## config.mk

```make
export PLATFORM = sky130hd
export DESIGN_NAME = tl_tx_fc_credit_gate
export DESIGN_NICKNAME = d
export VERILOG_FILES = /design/src/rtl/tl_tx_fc_credit_gate.sv
export SDC_FILE = /design/constraint.sdc
export NUM_CORES = 1
export LEC_CHECK = 0
export CAP_MARGIN = 10
export CORE_MARGIN = 4
export CORE_UTILIZATION = 30
export CTS_BUF_LIST = sky130_fd_sc_hd__clkbuf_4 sky130_fd_sc_hd__clkbuf_8
export DETAILED_ROUTE_END_ITERATION = 6
export PLACE_DENSITY = 0.45
export SYNTH_ARGS = -nofsm -noshare
export SYNTH_HDL_FRONTEND = slang
export SYNTH_SLANG_ARGS = --single-unit
export TNS_END_PERCENT = 100
```

## constraint.sdc

```tcl
create_clock -name clk -period 8.16 [get_ports clk]
set_input_delay 1.224 -clock clk [delete_from_list [all_inputs] [get_ports clk]]
set_output_delay 1.224 -clock clk [all_outputs]
set_load 0.05 [all_outputs]
```

## src/rtl/tl_tx_fc_credit_gate.sv

```systemverilog
// TX flow-control credit gate: per-type credit limit / consumed tracking that gates TLP launch.
// Grant two cycles after a request is sampled (one per 3 cycles); stalls in CHECK until credits suffice.
module tl_tx_fc_credit_gate #(
  parameter int PAYLOAD_LENGTH  = 10,
  parameter int HDR_FIELD_SIZE  = 8,
  parameter int DATA_FIELD_SIZE = 12,
  parameter int HDR_CNT_W       = HDR_FIELD_SIZE + 4,
  parameter int DATA_CNT_W      = DATA_FIELD_SIZE + 4
) (
  input  logic                       clk,
  input  logic                       rst,
  input  logic                       dll_fc_valid,
  input  logic                       dll_fc_init,
  input  logic [1:0]                 dll_fc_typ,
  input  logic [HDR_FIELD_SIZE-1:0]  dll_hdr_fc,
  input  logic [DATA_FIELD_SIZE-1:0] dll_data_fc,
  input  logic [1:0]                 dll_hdr_scale,
  input  logic [1:0]                 dll_data_scale,
  input  logic                       tlp_req_valid,
  input  logic [1:0]                 tlp_typ,
  input  logic                       tlp_has_data,
  input  logic [PAYLOAD_LENGTH-1:0]  tlp_length_dw,
  output logic                       tlp_grant,
  output logic [2:0]                 fc_init_done,
  output logic                       credit_stall
);

  typedef enum logic [1:0] {ST_IDLE, ST_CHECK, ST_DONE} state_t;

  localparam logic [HDR_CNT_W-1:0]  HDR_HALF  = {1'b1, {(HDR_CNT_W-1){1'b0}}};
  localparam logic [DATA_CNT_W-1:0] DATA_HALF = {1'b1, {(DATA_CNT_W-1){1'b0}}};

  // Index 3 is the unused type code; its entries stay at reset so it never grants.
  logic [HDR_CNT_W-1:0]  hdr_cl     [4];
  logic [HDR_CNT_W-1:0]  hdr_cc     [4];
  logic [DATA_CNT_W-1:0] data_cl    [4];
  logic [DATA_CNT_W-1:0] data_cc    [4];
  logic [1:0]            hdr_scale  [4];
  logic [1:0]            data_scale [4];
  logic [3:0]            hdr_inf;
  logic [3:0]            data_inf;
  logic [3:0]            init_done;

  state_t                state;
  logic [1:0]            req_typ;
  logic [DATA_CNT_W-1:0] req_data_need;

  logic [PAYLOAD_LENGTH:0] len_full;
  logic [DATA_CNT_W-1:0]   data_need;
  logic [HDR_CNT_W-1:0]    hdr_room;
  logic [DATA_CNT_W-1:0]   data_room;
  logic                    hdr_ok;
  logic                    data_ok;
  logic                    credit_ok;

  function automatic logic [HDR_CNT_W-1:0] scale_hdr(input logic [HDR_FIELD_SIZE-1:0] f,
                                                     input logic [1:0] s);
    logic [HDR_CNT_W-1:0] v;
    v = HDR_CNT_W'(f);
    case (s)
      2'b10:   scale_hdr = v << 2;
      2'b11:   scale_hdr = v << 4;
      default: scale_hdr = v;
    endcase
  endfunction

  function automatic logic [DATA_CNT_W-1:0] scale_data(input logic [DATA_FIELD_SIZE-1:0] f,
                                                       input logic [1:0] s);
    logic [DATA_CNT_W-1:0] v;
    v = DATA_CNT_W'(f);
    case (s)
      2'b10:   scale_data = v << 2;
      2'b11:   scale_data = v << 4;
      default: scale_data = v;
    endcase
  endfunction

  assign fc_init_done = init_done[2:0];

  // Length 0 encodes the maximum payload; data credits are 4-DW units rounded up.
  always_comb begin
    len_full  = (tlp_length_dw == '0) ? {1'b1, {PAYLOAD_LENGTH{1'b0}}} : {1'b0, tlp_length_dw};
    data_need = tlp_has_data ? ((DATA_CNT_W'(len_full) + DATA_CNT_W'(3)) >> 2) : '0;
  end

  // Modular distance from consumed-after-grant to the limit; "behind" wraps above half range.
  always_comb begin
    hdr_room  = hdr_cl[req_typ] - hdr_cc[req_typ] - HDR_CNT_W'(1);
    data_room = data_cl[req_typ] - data_cc[req_typ] - req_data_need;
    hdr_ok    = hdr_inf[req_typ] || (hdr_room <= HDR_HALF);
    data_ok   = data_inf[req_typ] || (req_data_need == '0) || (data_room <= DATA_HALF);
    credit_ok = init_done[req_typ] && hdr_ok && data_ok;
  end

  always_ff @(posedge clk) begin
    if (rst) begin
      for (int i = 0; i < 4; i++) begin
        hdr_cl[i]     <= '0;
        data_cl[i]    <= '0;
        hdr_scale[i]  <= '0;
        data_scale[i] <= '0;
      end
      hdr_inf   <= '0;
      data_inf  <= '0;
      init_done <= '0;
    end else if (dll_fc_valid && (dll_fc_typ != 2'b11)) begin
      if (dll_fc_init) begin
        if (!init_done[dll_fc_typ]) begin
          hdr_scale[dll_fc_typ]  <= dll_hdr_scale;
          data_scale[dll_fc_typ] <= dll_data_scale;
          hdr_cl[dll_fc_typ]     <= scale_hdr(dll_hdr_fc, dll_hdr_scale);
          data_cl[dll_fc_typ]    <= scale_data(dll_data_fc, dll_data_scale);
          hdr_inf[dll_fc_typ]    <= (dll_hdr_fc == '0);
          data_inf[dll_fc_typ]   <= (dll_data_fc == '0);
          init_done[dll_fc_typ]  <= 1'b1;
        end
      end else if (init_done[dll_fc_typ]) begin
        if (!hdr_inf[dll_fc_typ])
          hdr_cl[dll_fc_typ] <= scale_hdr(dll_hdr_fc, hdr_scale[dll_fc_typ]);
        if (!data_inf[dll_fc_typ])
          data_cl[dll_fc_typ] <= scale_data(dll_data_fc, data_scale[dll_fc_typ]);
      end
    end
  end

  always_ff @(posedge clk) begin
    if (rst) begin
      state         <= ST_IDLE;
      req_typ       <= '0;
      req_data_need <= '0;
      tlp_grant     <= 1'b0;
      credit_stall  <= 1'b0;
      for (int i = 0; i < 4; i++) begin
        hdr_cc[i]  <= '0;
        data_cc[i] <= '0;
      end
    end else begin
      case (state)
        ST_IDLE: begin
          tlp_grant <= 1'b0;
          if (tlp_req_valid) begin
            req_typ       <= tlp_typ;
            req_data_need <= data_need;
            state         <= ST_CHECK;
          end
        end
        ST_CHECK: begin
          if (credit_ok) begin
            tlp_grant    <= 1'b1;
            credit_stall <= 1'b0;
            if (!hdr_inf[req_typ])
              hdr_cc[req_typ] <= hdr_cc[req_typ] + HDR_CNT_W'(1);
            if (!data_inf[req_typ])
              data_cc[req_typ] <= data_cc[req_typ] + req_data_need;
            state <= ST_DONE;
          end else begin
            credit_stall <= 1'b1;
          end
        end
        ST_DONE: begin
          tlp_grant <= 1'b0;
          state     <= ST_IDLE;
        end
        default: state <= ST_IDLE;
      endcase
    end
  end

endmodule

```

==> impl_metrics.json <==
{
  "fin_nets": 1448,
  "seq-power_uw": 1590,
  "gp_congestion": 0.854,
  "grt_setup_unrepaired": "no",
  "xor_share": 0.0243,
  "io_buffer_count": 48,
  "n_all_buffers": 62,
  "combPwrFrac": 0.184,
  "cp_top_family": "AND-OR/OR-AND gates",
  "worst_ep_required_time_ps": 8390,
  "holdWs_ps": 490,
  "core_um2": 50100,
  "yosys.area_share.aoi": 0.0842,
  "grt_use_met1": 0.203,
  "whs_path_depth": 1,
  "met3_length_mm": 1.62,
  "reg2reg_slack_ps": 1930,
  "p_per_area_nw_per_um2": 205,
  "worst_setup_path_end_kind": "register",
  "syn-num-nets": 1417,
  "cts_tree": "done",
  "syn-cell-area_um2": 15200,
  "nFillCells": 5084,
  "cp.depth": 12,
  "largest_class": "sequential cells",
  "power_uw": 3540,
  "critPathMaxFanout": 45,
  "flop_cell": "edfxtp_1",
  "cts_sinks": 270,
  "comb_area_frac": 0.388,
  "max_cap_violations": 0,
  "lay_top_count": "edfxtp_1",
  "drtIter0Drc": 653,
  "area.growth.synth_to_final_pct": 14.0,
  "clockPowerShare": 0.368,
  "synthSimpleGateAreaFrac": 0.151,
  "cts.repair.resized": 0,
  "layout_min_cycle_time_ps": 6230,
  "slowest_stage": "dfxtp_4",
  "status": "finished clean",
  "antennaDiodeCount": 1,
  "ys.flops": 270,
  "drt-vias-per-instance": 5.06,
  "topRoutingLayerUsed": "met4",
  "die_width_um": 233,
  "critPathLaunchType": "register",
  "antenna_found_initial": 1,
  "grt_pass1_wl_mm": 63.5
}
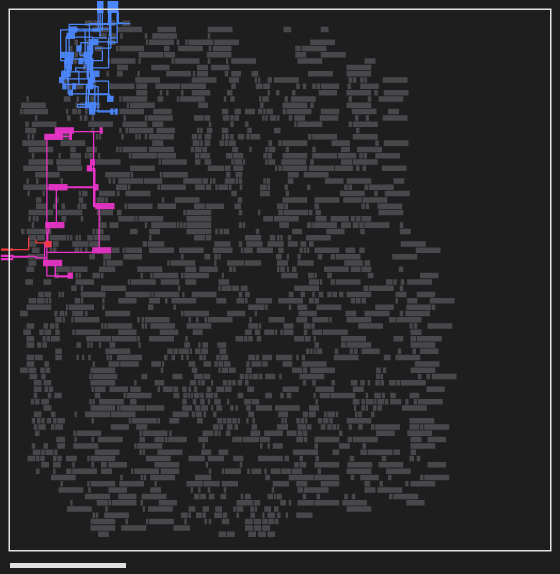
*Nets reached from selected ports*
Scale bar: 50 um.
| color | port | bits | direction | edge | end cells | wire |
|---|---|---|---|---|---|---|
| blue | dll_hdr_fc | 8 | input | top | 29 | 615 um |
| magenta | dll_fc_typ | 2 | input | left | 14 | 318 um |
| red | dll_fc_valid | 1 | input | left | 1 | 18.8 um |

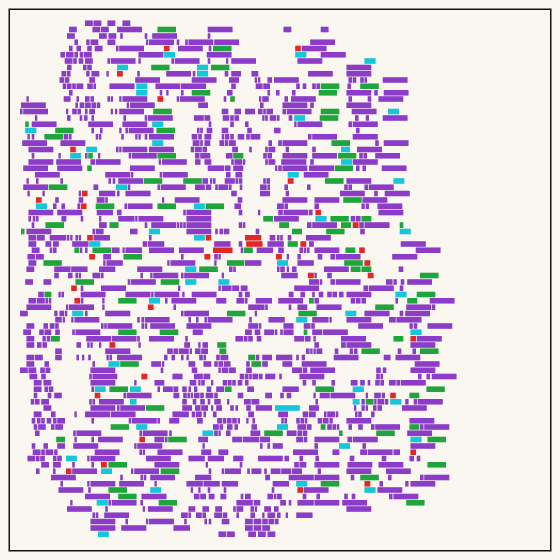
*Drive-strength map*
| color | size | cells | share | most used |
|---|---|---|---|---|
| cyan | drive 6 and up | 57 | 4.1% | clkbuf_8 |
| red | drive 3 to 4 | 38 | 2.8% | clkbuf_4 |
| purple | drive 1 or less | 1182 | 86% | edfxtp_1 |
| green | drive 2 | 102 | 7.4% | mux4_2 |

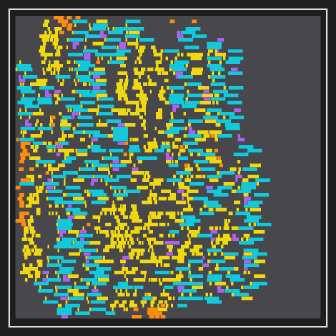
*Placed cells, one color a class*
Fill, decap, tap and diode cells in gray.
| color | class | cells |
|---|---|---|
| yellow | all other logic | 960 |
| orange | other buffers and delay cells | 62 |
| cyan | flip-flops | 270 |
| purple | clock drivers and dummy loads | 87 |

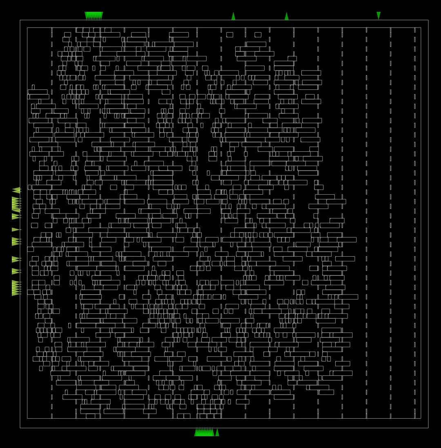
*Placed standard cells*
flop share of the area: 0.452
Cell Count, Final, Fillers Out: 2052

